### Cell sizes after repair, run 1

(4 px per micron)
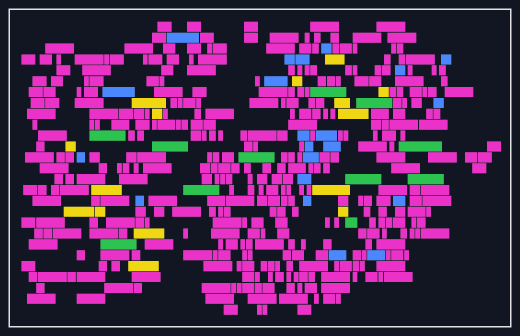
### Clock routing, run 1

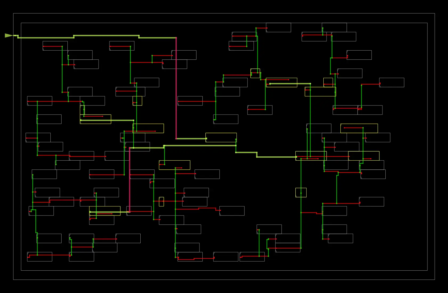
### Metal 3, run 1

(4 px per micron)
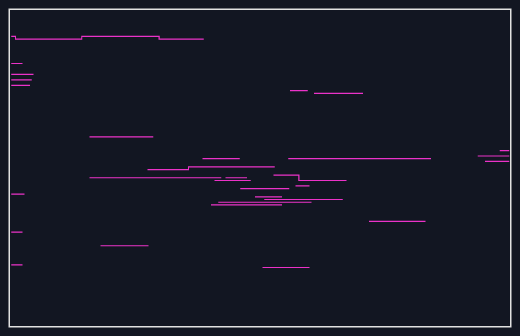
==> src/rtl/ps2_pkg.sv <==
// Shared definitions for the PS/2 host transmitter: FSM encoding, frame geometry
// and microsecond-to-cycle timing helpers.
package ps2_pkg;

    typedef enum logic [2:0] {
        StIdle,
        StInhibit,
        StRts,
        StBits,
        StAck,
        StRelease
    } ps2_state_e;

    // data[7:0], parity, stop
    localparam int unsigned FrameLen    = 10;
    localparam int unsigned FilterDepth = 8;

    localparam longint unsigned CyclesPerUsDivisor = 64'd1000000;

    // Rounds down; a zero-length interval is stretched to one cycle so terminal counts exist.
    function automatic int unsigned us_to_cycles(input longint unsigned clk_hz,
                                                 input longint unsigned us);
        longint unsigned cycles;
        cycles = (clk_hz * us) / CyclesPerUsDivisor;
        return (cycles == 64'd0) ? 32'd1 : 32'(cycles);
    endfunction

    // Width of a counter that runs 0 .. max_count-1.
    function automatic int unsigned cnt_width(input int unsigned max_count);
        return (max_count < 2) ? 32'd1 : 32'($clog2(max_count));
    endfunction

endpackage

==> src/rtl/ps2_line_filter.sv <==
// Pad conditioner for one PS/2 line: 2-FF synchronizer, 8-sample agreement filter
// and a registered one-cycle falling-edge strobe.
module ps2_line_filter
    import ps2_pkg::*;
(
    input  logic clk,
    input  logic rst,
    input  logic pad,
    output logic level,
    output logic fall
);

    logic [1:0]             sync_q;
    logic [FilterDepth-1:0] hist_q;
    logic                   level_q;
    logic                   level_d;
    logic                   fall_q;

    // Level only moves once the whole history window agrees on the new value.
    always_comb begin
        level_d = level_q;
        if (&hist_q) begin
            level_d = 1'b1;
        end else if (~|hist_q) begin
            level_d = 1'b0;
        end
    end

    always_ff @(posedge clk) begin
        if (rst) begin
            sync_q  <= 2'b11;
            hist_q  <= '1;
            level_q <= 1'b1;
            fall_q  <= 1'b0;
        end else begin
            sync_q  <= {sync_q[0], pad};
            hist_q  <= {hist_q[FilterDepth-2:0], sync_q[1]};
            level_q <= level_d;
            fall_q  <= level_q & ~level_d;
        end
    end

    assign level = level_q;
    assign fall  = fall_q;

endmodule

==> src/rtl/ps2_host_tx.sv <==
// PS/2 host-to-device byte transmitter: inhibit, request-to-send, device-clocked
// frame shifting, ACK check and bus release, with start and transfer timeouts.
module ps2_host_tx
    import ps2_pkg::*;
#(
    parameter int unsigned CLK_FREQ_HZ      = 25000000,
    parameter int unsigned INHIBIT_US       = 100,
    parameter int unsigned START_TIMEOUT_US = 15000,
    parameter int unsigned XFER_TIMEOUT_US  = 2000
) (
    input  logic       clk,
    input  logic       rst,
    input  logic [7:0] tx_data,
    input  logic       tx_start,
    output logic       busy,
    output logic       done,
    output logic       error,
    input  logic       ps2_clk_in,
    input  logic       ps2_data_in,
    output logic       ps2_clk_oe,
    output logic       ps2_data_oe,
    output logic       rx_inhibit
);

    localparam int unsigned InhibitCycles = us_to_cycles(64'(CLK_FREQ_HZ), 64'(INHIBIT_US));
    localparam int unsigned StartCycles   = us_to_cycles(64'(CLK_FREQ_HZ), 64'(START_TIMEOUT_US));
    localparam int unsigned XferCycles    = us_to_cycles(64'(CLK_FREQ_HZ), 64'(XFER_TIMEOUT_US));

    // One timer serves both INHIBIT and RTS, so it is sized for the longer of the two.
    localparam int unsigned TimerMax = (InhibitCycles > StartCycles) ? InhibitCycles : StartCycles;
    localparam int unsigned TimerW   = cnt_width(TimerMax);
    localparam int unsigned XferW    = cnt_width(XferCycles);
    localparam int unsigned IdxW     = cnt_width(FrameLen);

    localparam logic [TimerW-1:0] InhibitLast = TimerW'(InhibitCycles - 1);
    localparam logic [TimerW-1:0] StartLast   = TimerW'(StartCycles - 1);
    localparam logic [XferW-1:0]  XferLast    = XferW'(XferCycles - 1);
    localparam logic [IdxW-1:0]   LastIdx     = IdxW'(FrameLen - 1);

    ps2_state_e          state_q;
    ps2_state_e          state_d;
    logic [TimerW-1:0]   timer_q;
    logic [TimerW-1:0]   timer_d;
    logic [XferW-1:0]    xfer_q;
    logic [XferW-1:0]    xfer_d;
    logic [IdxW-1:0]     idx_q;
    logic [IdxW-1:0]     idx_d;
    logic [7:0]          data_q;
    logic [7:0]          data_d;
    logic                parity_q;
    logic                parity_d;
    logic                done_q;
    logic                done_d;
    logic                error_q;
    logic                error_d;
    logic                clk_oe_c;
    logic                data_oe_c;
    logic                xfer_expired;
    logic [FrameLen-1:0] frame;

    logic clk_level;
    logic clk_fall;
    logic data_level;
    logic data_fall_unused;

    ps2_line_filter u_clk_filter (
        .clk   (clk),
        .rst   (rst),
        .pad   (ps2_clk_in),
        .level (clk_level),
        .fall  (clk_fall)
    );

    ps2_line_filter u_data_filter (
        .clk   (clk),
        .rst   (rst),
        .pad   (ps2_data_in),
        .level (data_level),
        .fall  (data_fall_unused)
    );

    assign frame        = {1'b1, parity_q, data_q};
    assign xfer_expired = (xfer_q == XferLast);

    always_comb begin
        state_d   = state_q;
        timer_d   = timer_q;
        xfer_d    = xfer_q;
        idx_d     = idx_q;
        data_d    = data_q;
        parity_d  = parity_q;
        done_d    = 1'b0;
        error_d   = 1'b0;
        clk_oe_c  = 1'b0;
        data_oe_c = 1'b0;

        unique case (state_q)
            StIdle: begin
                // A start landing on the done/error pulse cycle is dropped, not queued.
                if (tx_start && !done_q && !error_q) begin
                    data_d   = tx_data;
                    parity_d = ~^tx_data;
                    timer_d  = '0;
                    xfer_d   = '0;
                    idx_d    = '0;
                    state_d  = StInhibit;
                end
            end

            StInhibit: begin
                clk_oe_c = 1'b1;
                if (timer_q == InhibitLast) begin
                    data_oe_c = 1'b1;
                    timer_d   = '0;
                    state_d   = StRts;
                end else begin
                    timer_d = timer_q + 1'b1;
                end
            end

            StRts: begin
                data_oe_c = 1'b1;
                if (clk_fall) begin
                    idx_d   = '0;
                    xfer_d  = '0;
                    state_d = StBits;
                end else if (timer_q == StartLast) begin
                    error_d = 1'b1;
                    state_d = StIdle;
                end else begin
                    timer_d = timer_q + 1'b1;
                end
            end

            StBits: begin
                data_oe_c = ~frame[idx_q];
                if (xfer_expired) begin
                    error_d = 1'b1;
                    state_d = StIdle;
                end else begin
                    xfer_d = xfer_q + 1'b1;
                    if (clk_fall) begin
                        if (idx_q == LastIdx) begin
                            state_d = StAck;
                        end else begin
                            idx_d = idx_q + 1'b1;
                        end
                    end
                end
            end

            StAck: begin
                if (xfer_expired) begin
                    error_d = 1'b1;
                    state_d = StIdle;
                end else begin
                    xfer_d = xfer_q + 1'b1;
                    if (clk_fall) begin
                        if (!data_level) begin
                            state_d = StRelease;
                        end else begin
                            error_d = 1'b1;
                            state_d = StIdle;
                        end
                    end
                end
            end

            StRelease: begin
                if (xfer_expired) begin
                    error_d = 1'b1;
                    state_d = StIdle;
                end else begin
                    xfer_d = xfer_q + 1'b1;
                    if (clk_level && data_level) begin
                        done_d  = 1'b1;
                        state_d = StIdle;
                    end
                end
            end

            default: begin
                state_d = StIdle;
            end
        endcase
    end

    always_ff @(posedge clk) begin
        if (rst) begin
            state_q  <= StIdle;
            timer_q  <= '0;
            xfer_q   <= '0;
            idx_q    <= '0;
            data_q   <= '0;
            parity_q <= 1'b0;
            done_q   <= 1'b0;
            error_q  <= 1'b0;
        end else begin
            state_q  <= state_d;
            timer_q  <= timer_d;
            xfer_q   <= xfer_d;
            idx_q    <= idx_d;
            data_q   <= data_d;
            parity_q <= parity_d;
            done_q   <= done_d;
            error_q  <= error_d;
        end
    end

    assign busy        = (state_q != StIdle);
    assign rx_inhibit  = busy;
    assign done        = done_q;
    assign error       = error_q;
    assign ps2_clk_oe  = clk_oe_c;
    assign ps2_data_oe = data_oe_c;

endmodule

==> config.mk <==
export PLATFORM = sky130hd
export DESIGN_NAME = ps2_host_tx
export DESIGN_NICKNAME = d
export VERILOG_FILES = /design/src/rtl/ps2_pkg.sv /design/src/rtl/ps2_line_filter.sv /design/src/rtl/ps2_host_tx.sv
export SDC_FILE = /design/constraint.sdc
export NUM_CORES = 1
export LEC_CHECK = 0
export CAP_MARGIN = 20
export CORE_AREA = 2 2 123 77
export DETAILED_ROUTE_END_ITERATION = 7
export DIE_AREA = 0 0 125 79
export MAX_ROUTING_LAYER = met4
export PLACE_DENSITY_LB_ADDON = 0.15
export SLEW_MARGIN = 0
export SYNTH_ARGS = -nofsm -noshare
export SYNTH_HDL_FRONTEND = slang
export SYNTH_HIERARCHICAL = 1
export SYNTH_SLANG_ARGS = --single-unit
==> constraint.sdc <==
create_clock -name clk -period 2.8 [get_ports clk]
set_input_delay 0.28 -clock clk [delete_from_list [all_inputs] [get_ports clk]]
set_output_delay 0.28 -clock clk [all_outputs]
set_load 0.01 [all_outputs]
==> impl_metrics.env, run 1 <==
# source this file to load flow results
export IMPL_outcome="finished clean"
export IMPL_timing_critical_path_from="idx_q[0]$_SDFFE_PP0P_"
export IMPL_reg2reg_from="xfer_q[4]$_SDFFE_PP0P_"
export IMPL_avgRoutedWirePerCell_microns=13.42
export IMPL_power_density_cells_nw_per_um2=568.0
export IMPL_worst_hold_path_type="reg -> reg"
export IMPL_htree_num_levels=3
export IMPL_dr_total_vias=2799
export IMPL_global_route_wire_length_before_repair_mm=11.98
export IMPL_drv_cap=0
export IMPL_cts_tree="built"
export IMPL_synthCells=403
export IMPL_finalHoldViolCount=0
export IMPL_antenna_found_initial=0
export IMPL_r2r_slack_ns=0.40
export IMPL_signed_area_change_from_the_synthesized_netlist_to_the_final_layout_pct=15.14
export IMPL_clock_sinks=76
export IMPL_die_width_microns=125
export IMPL_grt_pass1_vias=2424
export IMPL_post_synthesis_net_count=422
export IMPL_whs_endpoint="u_data_filter/hist_q[0]$_SDFF_PP1_"
export IMPL_relSlewSlack=0.5282
export IMPL_latest_clock_arrival_within_the_worst_skew_pair_ns=0.33
export IMPL_start_kind="register"
export IMPL_max_clock_path_buffers=2
export IMPL_drt_drc_violations_left=0
export IMPL_crit_path_max_fanout=9
export IMPL_grt_use_total=0.1550
export IMPL_grt_start_max_net_pins=19
export IMPL_drtPass1Iterations=4
export IMPL_log_warning_count=28
export IMPL_worstMarginPinSlew_ns=0.7055
export IMPL_filler_cell_count=869
export IMPL_cts_hold_buffers_added=0
export IMPL_rsz0062_at_grt="false"
export IMPL_globalplace_congestion=0.9176
export IMPL_cpPeakStageDelay_ns=0.53
export IMPL_finalPower_mw=2.389
export IMPL_total_leakage_power_nw=1.434
export IMPL_cts_root_buffer="sky130_fd_sc_hd__clkbuf_16"
export IMPL_final_max_slew_viol_count=0
export IMPL_detail_route_antenna_nets=0
export IMPL_design_portCount=19
export IMPL_worstPathCellList="mux4_2 -> mux2i_1 -> nor2_1 -> nor3_1 -> o21ai_0 -> nand2_1 -> clkdlybuf4s50_1"
export IMPL_die_size_y_microns=79
export IMPL_drt_initial_drc_count=179
export IMPL_largest_register="timer_q"
export IMPL_ctsResizeCount=1
export IMPL_crit_reg2reg_capture="xfer_q[11]$_SDFFE_PP0P_"
export IMPL_path_clk_slew_ns=0.06
export IMPL_num_rows=27
export IMPL_min_path_cells=1
export IMPL_hold_start="u_data_filter/sync_q[1]$_SDFF_PP1_"
export IMPL_buffer_ports_inserted=18
export IMPL_largest_reg_flops=19
export IMPL_core_area_sq_um=8851
export IMPL_worstSetupEndpointType="output port"
export IMPL_critical_path_arrival_ns=2.39
export IMPL_floorplan_initialDensity=0.4126
export IMPL_post_cts_setup_buffers=0
export IMPL_timing_worst_setup_path_type="reg -> out"
export IMPL_timing_setup_tns_ns=0
export IMPL_fin_crit_sh=0.9550
export IMPL_reg2regPathDepth=6
export IMPL_wirelength_mm=7.207
export IMPL_syn_avg_cell_area_sq_um=9.063
export IMPL_n_antenna_cell=0
export IMPL_min_cycle_time_layout_ns=2.674
export IMPL_synth_cell_area_sq_um=3652
export IMPL_layout_top_registers="timer_q (19), xfer_q (16)"
export IMPL_vias_per_cell=5.212
export IMPL_filler_free_cell_count_of_the_finished_design=537
export IMPL_final_nets=435
export IMPL_proportion_of_layout_cells_with_a_drive_suffix_above_1=0.1116
export IMPL_yosys_warnings=6
export IMPL_dpl_cell_count=521
export IMPL_max_rail_drop_vdd_mv=0.2954
export IMPL_die_area_sq_um=9875
export IMPL_critical_path_required_ns=2.52
export IMPL_grt_ovfl_total=0
export IMPL_final_setup_viol_count=0
export IMPL_hpwlAfterDp_mm=5.130
export IMPL_cpMaxStageDelayCell="sky130_fd_sc_hd__clkdlybuf4s50_1"
export IMPL_max_freq_mhz=374.0
Back to the opening pictures, 'Cell sizes after repair':
_0 and _1 cells: in magenta, cells 374, most used dfxtp_1. _2 cells: in blue, cells 21, most used or3_2. _3 and _4 cells: in yellow, cells 15, most used nor4_4. _6 and larger: in green, cells 11, most used clkbuf_16.

Back to the opening pictures, 'Clock routing':
Seq cells: 76
number of buffers created by CTS: 9
Clock Skew: 0.003549 ns
Clock Power: 1.14 mW

Back to the opening pictures, 'Metal 3':
The longest straight run is 35.4 microns. The wires run mostly horizontal. The layer holds 5.3% of the routed length. The layer carries 383 microns of wire.

## run 1: worst max-delay path by stage
stage | to | slack [ns]
after floorplan | xfer_q[9]$_SDFFE_PP0P_ | 0.69
after global placement | timer_q[17]$_SDFFE_PP0P_ | 0.24
after detailed placement | timer_q[14]$_SDFFE_PP0P_ | 0.18
after CTS | ps2_data_oe | 0.04
after global routing | ps2_data_oe | 0.008
final | ps2_data_oe | 0.13
## run 1: critical path, delay by kind of cell (launching register included)
| family | cells | cell delay, ns |
|---|---|---|
| buffers and inverters | 1 | 0.53 |
| flip-flops | 1 | 0.41 |
| AND-OR/OR-AND | 1 | 0.13 |
| multiplexers | 2 | 0.65 |
| AND/OR/NAND/NOR | 3 | 0.35 |
## run 1: report_power, final
part	internal, mW	total [mW]	switching, mW
combinational	0.0670	0.142	0.0755
clock	0.693	1.14	0.443
sequential	1.10	1.11	0.0126
total	1.86	2.39	0.531
## run 1: cells in the final DEF (no fill, tap or decap), types with 3 or more instances in the layout
cell type	instances
sky130_fd_sc_hd__nor4_4	5
sky130_fd_sc_hd__dfxtp_1	75
sky130_fd_sc_hd__nor4_1	6
sky130_fd_sc_hd__nor3_1	17
sky130_fd_sc_hd__or2_1	18
sky130_fd_sc_hd__a211oi_1	3
sky130_fd_sc_hd__or2_2	4
sky130_fd_sc_hd__o21ai_0	8
sky130_fd_sc_hd__buf_4	3
sky130_fd_sc_hd__a21o_1	5
sky130_fd_sc_hd__nand2_1	18
sky130_fd_sc_hd__or3_2	5
sky130_fd_sc_hd__nand4b_1	3
sky130_fd_sc_hd__xor2_1	5
sky130_fd_sc_hd__inv_1	13
sky130_fd_sc_hd__clkdlybuf4s50_1	18
sky130_fd_sc_hd__o21a_1	3
sky130_fd_sc_hd__clkbuf_16	9
sky130_fd_sc_hd__ha_1	6
sky130_fd_sc_hd__nand4_1	12
sky130_fd_sc_hd__xnor2_1	26
sky130_fd_sc_hd__nand3_1	18
sky130_fd_sc_hd__mux2i_1	11
sky130_fd_sc_hd__a21oi_1	13
sky130_fd_sc_hd__clkinvlp_4	3
sky130_fd_sc_hd__nor2_1	64
## run 1: per-layer routing
layer	global-route usage	up-vias	wire length, microns
met5	-	-	0
met4	0.03889	0	48
met3	0.05121	4	382
met2	0.2016	47	2833
met1	0.2271	1308	3941
li1	-	1440	-
## run 1: stage by stage
stage / cell area (sq um) / worst slack, ns / hold WS [ns] / util
5_1_grt: 4205 / 0.007742 / 0.4228 / 0.4751
4_1_cts: 4203 / 0.04212 / 0.4013 / 0.4748
2_1_floorplan: 3652 / 0.6870 / 0.3771 / -
3_5_place_dp: 3908 / 0.1805 / 0.3871 / 0.4415
3_3_place_gp: 3908 / 0.2425 / 0.3862 / 0.4415
6_report: 4205 / 0.1259 / 0.4005 / 0.4751
## run 1: layout make-up
| class | count | area, sq um | share of cell area |
|---|---|---|---|
| Clock buffer | 11 | 232.7 | 0.05534 |
| Inverter | 13 | 48.80 | 0.01160 |
| Tap cell | 116 | 145.1 | 0.03451 |
| Timing Repair Buffer | 21 | 202.7 | 0.04820 |
| Clock inverter | 5 | 61.31 | 0.01458 |
| Sequential cell | 76 | 1525 | 0.3627 |
| Multi-Input combinational cell | 295 | 1989 | 0.4731 |
### Sequential cells coloured by netlist name, run 1

(3 px per micron)
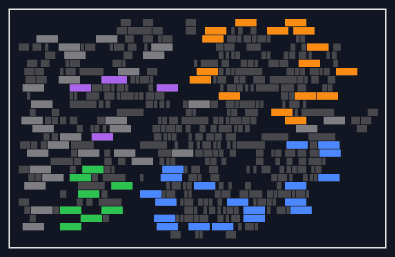

==> run 1 -> run 2 <==
- CTS_CLUSTER_DIAMETER: unset -> 120
- GPL_TIMING_DRIVEN: unset -> 0
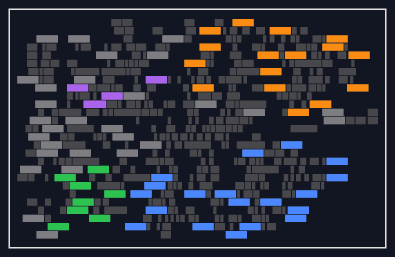
*Sequential cells coloured by netlist name, run 2*
(3 px per micron)
xfer_q: in orange, placed flops 16. u_data_filter/hist_q: in green, placed flops 8, where lower left. idx_q: in purple, placed flops 4. timer_q: in blue, placed flops 19.
Another 29 sequential cells are not coloured.

==> run 2 against run 1 <==
  * Maximum frequency grew 0.23%
  * Sequential power is essentially flat
  * Clock skew grew 0.0044 ns
  * Total power shrank 2.3%
  * Clock power shrank 6%
  * Cell area grew 1.6%
  * Register-to-register slack lost 0.08 ns
  * Wire length grew 2.5%
  * First-iteration DRC count grew 7.8%
  * Sequential cell count is the same
  * Count of clock-buffer cells in the layout is the same
  * Largest cell class unchanged
==> impl_metrics.env, run 2 <==
# source this file to load flow results
export IMPL_min_path_cells=1
export IMPL_cpMaxStageDelayCell="sky130_fd_sc_hd__clkdlybuf4s50_1"
export IMPL_max_freq_mhz=374.8
export IMPL_drt_drc_violations_left=0
export IMPL_globalplace_congestion=0.8956
export IMPL_wirelength_mm=7.388
export IMPL_grt_use_total=0.1682
export IMPL_timing_worst_setup_path_type="reg -> out"
export IMPL_critical_path_n_buffers_inverters=2
export IMPL_grt_pass1_vias=2700
export IMPL_buffer_ports_inserted=18
export IMPL_cts_root_buffer="sky130_fd_sc_hd__clkbuf_16"
export IMPL_grt_ovfl_total=0
export IMPL_finClkSkew_ns=0.007955
export IMPL_max_clock_path_buffers=2
export IMPL_cts_tree="built"
export IMPL_dr_total_vias=2886
export IMPL_path_clk_slew_ns=0.06
export IMPL_latest_clock_arrival_within_the_worst_skew_pair_ns=0.33
export IMPL_design_portCount=19
export IMPL_synthCells=403
export IMPL_htree_num_levels=3
export IMPL_dpl_cell_count=537
export IMPL_critical_path_required_ns=2.52
export IMPL_antenna_found_initial=0
export IMPL_outcome="finished clean"
export IMPL_crit_reg2reg_capture="timer_q[6]$_SDFFE_PP0P_"
export IMPL_num_rows=27
export IMPL_largest_register="timer_q"
export IMPL_worst_hold_path_type="reg -> reg"
export IMPL_max_rail_drop_vdd_mv=0.3103
export IMPL_synth_cell_area_sq_um=3652
export IMPL_grt_start_max_net_pins=14
export IMPL_avgRoutedWirePerCell_microns=13.36
export IMPL_finalHoldViolCount=0
export IMPL_final_setup_viol_count=0
export IMPL_signed_area_change_from_the_synthesized_netlist_to_the_final_layout_pct=16.96
export IMPL_worstSetupEndpoint="ps2_data_oe"
export IMPL_critical_path_arrival_ns=2.39
export IMPL_global_route_wire_length_before_repair_mm=13.10
export IMPL_rsz0062_at_grt="false"
export IMPL_power_density_cells_nw_per_um2=546.5
export IMPL_core_area_sq_um=8851
export IMPL_proportion_of_layout_cells_with_a_drive_suffix_above_1=0.1213
export IMPL_most_instantiated_logic_cells_after_routing="sky130_fd_sc_hd__dfxtp_1, sky130_fd_sc_hd__nor2_1, sky130_fd_sc_hd__xnor2_1"
export IMPL_timing_critical_path_from="idx_q[0]$_SDFFE_PP0P_"
export IMPL_timing_setup_tns_ns=0
export IMPL_post_cts_setup_buffers=0
export IMPL_reg2regPathDepth=9
export IMPL_syn_avg_cell_area_sq_um=9.063
export IMPL_worstSetupEndpointType="output port"
export IMPL_critical_path_top_delay_family="buffers and inverters"
export IMPL_drtPass1Iterations=5
export IMPL_fin_crit_sh=0.9528
export IMPL_reg2reg_from="timer_q[0]$_SDFFE_PP0P_"
export IMPL_final_nets=451
export IMPL_die_area_sq_um=9875
export IMPL_die_width_microns=125
export IMPL_drv_cap=0
export IMPL_floorplan_initialDensity=0.4126
export IMPL_leading_cell_type_in_the_layout_fill_and_taps_excluded="sky130_fd_sc_hd__dfxtp_1"
export IMPL_worstPathCellList="buf_6 -> mux4_2 -> mux2i_1 -> nor2_1 -> nor3_2 -> o21ai_0 -> nand2_1 -> clkdlybuf4s50_1"
export IMPL_vias_per_cell=5.219
export IMPL_die_size_y_microns=79
export IMPL_filler_free_cell_count_of_the_finished_design=553
export IMPL_crit_path_max_fanout=7
export IMPL_finalPower_mw=2.334
export IMPL_r2r_slack_ns=0.32
export IMPL_worstMarginPinSlew_ns=0.6505
export IMPL_hpwlAfterDp_mm=5.461
export IMPL_cts_buffers=9
export IMPL_cp_num_cells=8
export IMPL_clock_sinks=76
export IMPL_n_antenna_cell=0
export IMPL_post_synthesis_net_count=422
export IMPL_log_warning_count=28
export IMPL_largest_reg_flops=19
export IMPL_detail_route_antenna_nets=0
export IMPL_start_kind="register"
export IMPL_yosys_warnings=6
export IMPL_min_cycle_time_layout_ns=2.668
export IMPL_post_route_util=0.4826
export IMPL_cpPeakStageDelay_ns=0.53
export IMPL_drt_initial_drc_count=193
export IMPL_final_max_slew_viol_count=0
export IMPL_hold_slack_ns=0.4044
export IMPL_total_leakage_power_nw=1.466
export IMPL_layout_top_registers="timer_q (19), xfer_q (16)"
export IMPL_relSlewSlack=0.5663
==> run 2: cell count changes in the layout (fill, tap and decap cells not counted), moves of 2 or more <==
cell | previous run | this run
sky130_fd_sc_hd__buf_6 | 0 | 3
sky130_fd_sc_hd__clkbuf_1 | 2 | 13
sky130_fd_sc_hd__buf_4 | 3 | 1
sky130_fd_sc_hd__buf_2 | 0 | 2
==> run 2: through the flow <==
stage	instance area (sq um)	worst slack (ns)
final	4272	0.1320
after global routing	4272	0.001926
after CTS	4265	0.02168
after detailed placement	3978	0.05991
after global placement	3978	0.07926
after floorplan	3652	0.6870
==> run 2: cell type report <==
type | instances | area, sq um
Clock inverter | 5 | 36.28
Fill cell | 865 | 4579
Sequential cell | 76 | 1523
Clock buffer | 11 | 242.7
Timing Repair Buffer | 18 | 180.2
Multi-Input combinational cell | 295 | 1994
Tap cell | 116 | 145.1
Buffer | 19 | 101.3
Inverter | 13 | 48.80
==> run 2: worst min path at each step <==
stage | startpoint | endpoint | slack (ns)
final | u_clk_filter/sync_q[0]$_SDFF_PP1_ | u_clk_filter/sync_q[1]$_SDFF_PP1_ | 0.40
after global routing | u_data_filter/sync_q[0]$_SDFF_PP1_ | u_data_filter/sync_q[1]$_SDFF_PP1_ | 0.42
after CTS | u_clk_filter/sync_q[1]$_SDFF_PP1_ | u_clk_filter/hist_q[0]$_SDFF_PP1_ | 0.41
after detailed placement | u_clk_filter/sync_q[1]$_SDFF_PP1_ | u_clk_filter/hist_q[0]$_SDFF_PP1_ | 0.39
after global placement | u_clk_filter/sync_q[1]$_SDFF_PP1_ | u_clk_filter/hist_q[0]$_SDFF_PP1_ | 0.39
after floorplan | ps2_clk_in | u_clk_filter/sync_q[0]$_SDFF_PP1_ | 0.38
==> run 2: timing repair <==
item                                    4_1_cts  5_1_grt
hold buffers                                  0        0
gates resized                                 3        5
endpoints found under the setup margin        1        1
==> run 2: layer usage <==
layer,wire length (microns),global-route usage
met2,3000,0.2283
met1,4005,0.2390
met5,0,-
met3,305,0.04717
met4,76,0.05667
==> run 2: power breakdown <==
group | leakage (nW) | internal [mW] | switching (mW)
clock network | 0.128 | 0.626 | 0.448
registers | 0.616 | 1.10 | 0.0109
logic | 0.721 | 0.0711 | 0.0807
Power figures rest on the tool's default switching activity, not on a simulated workload.
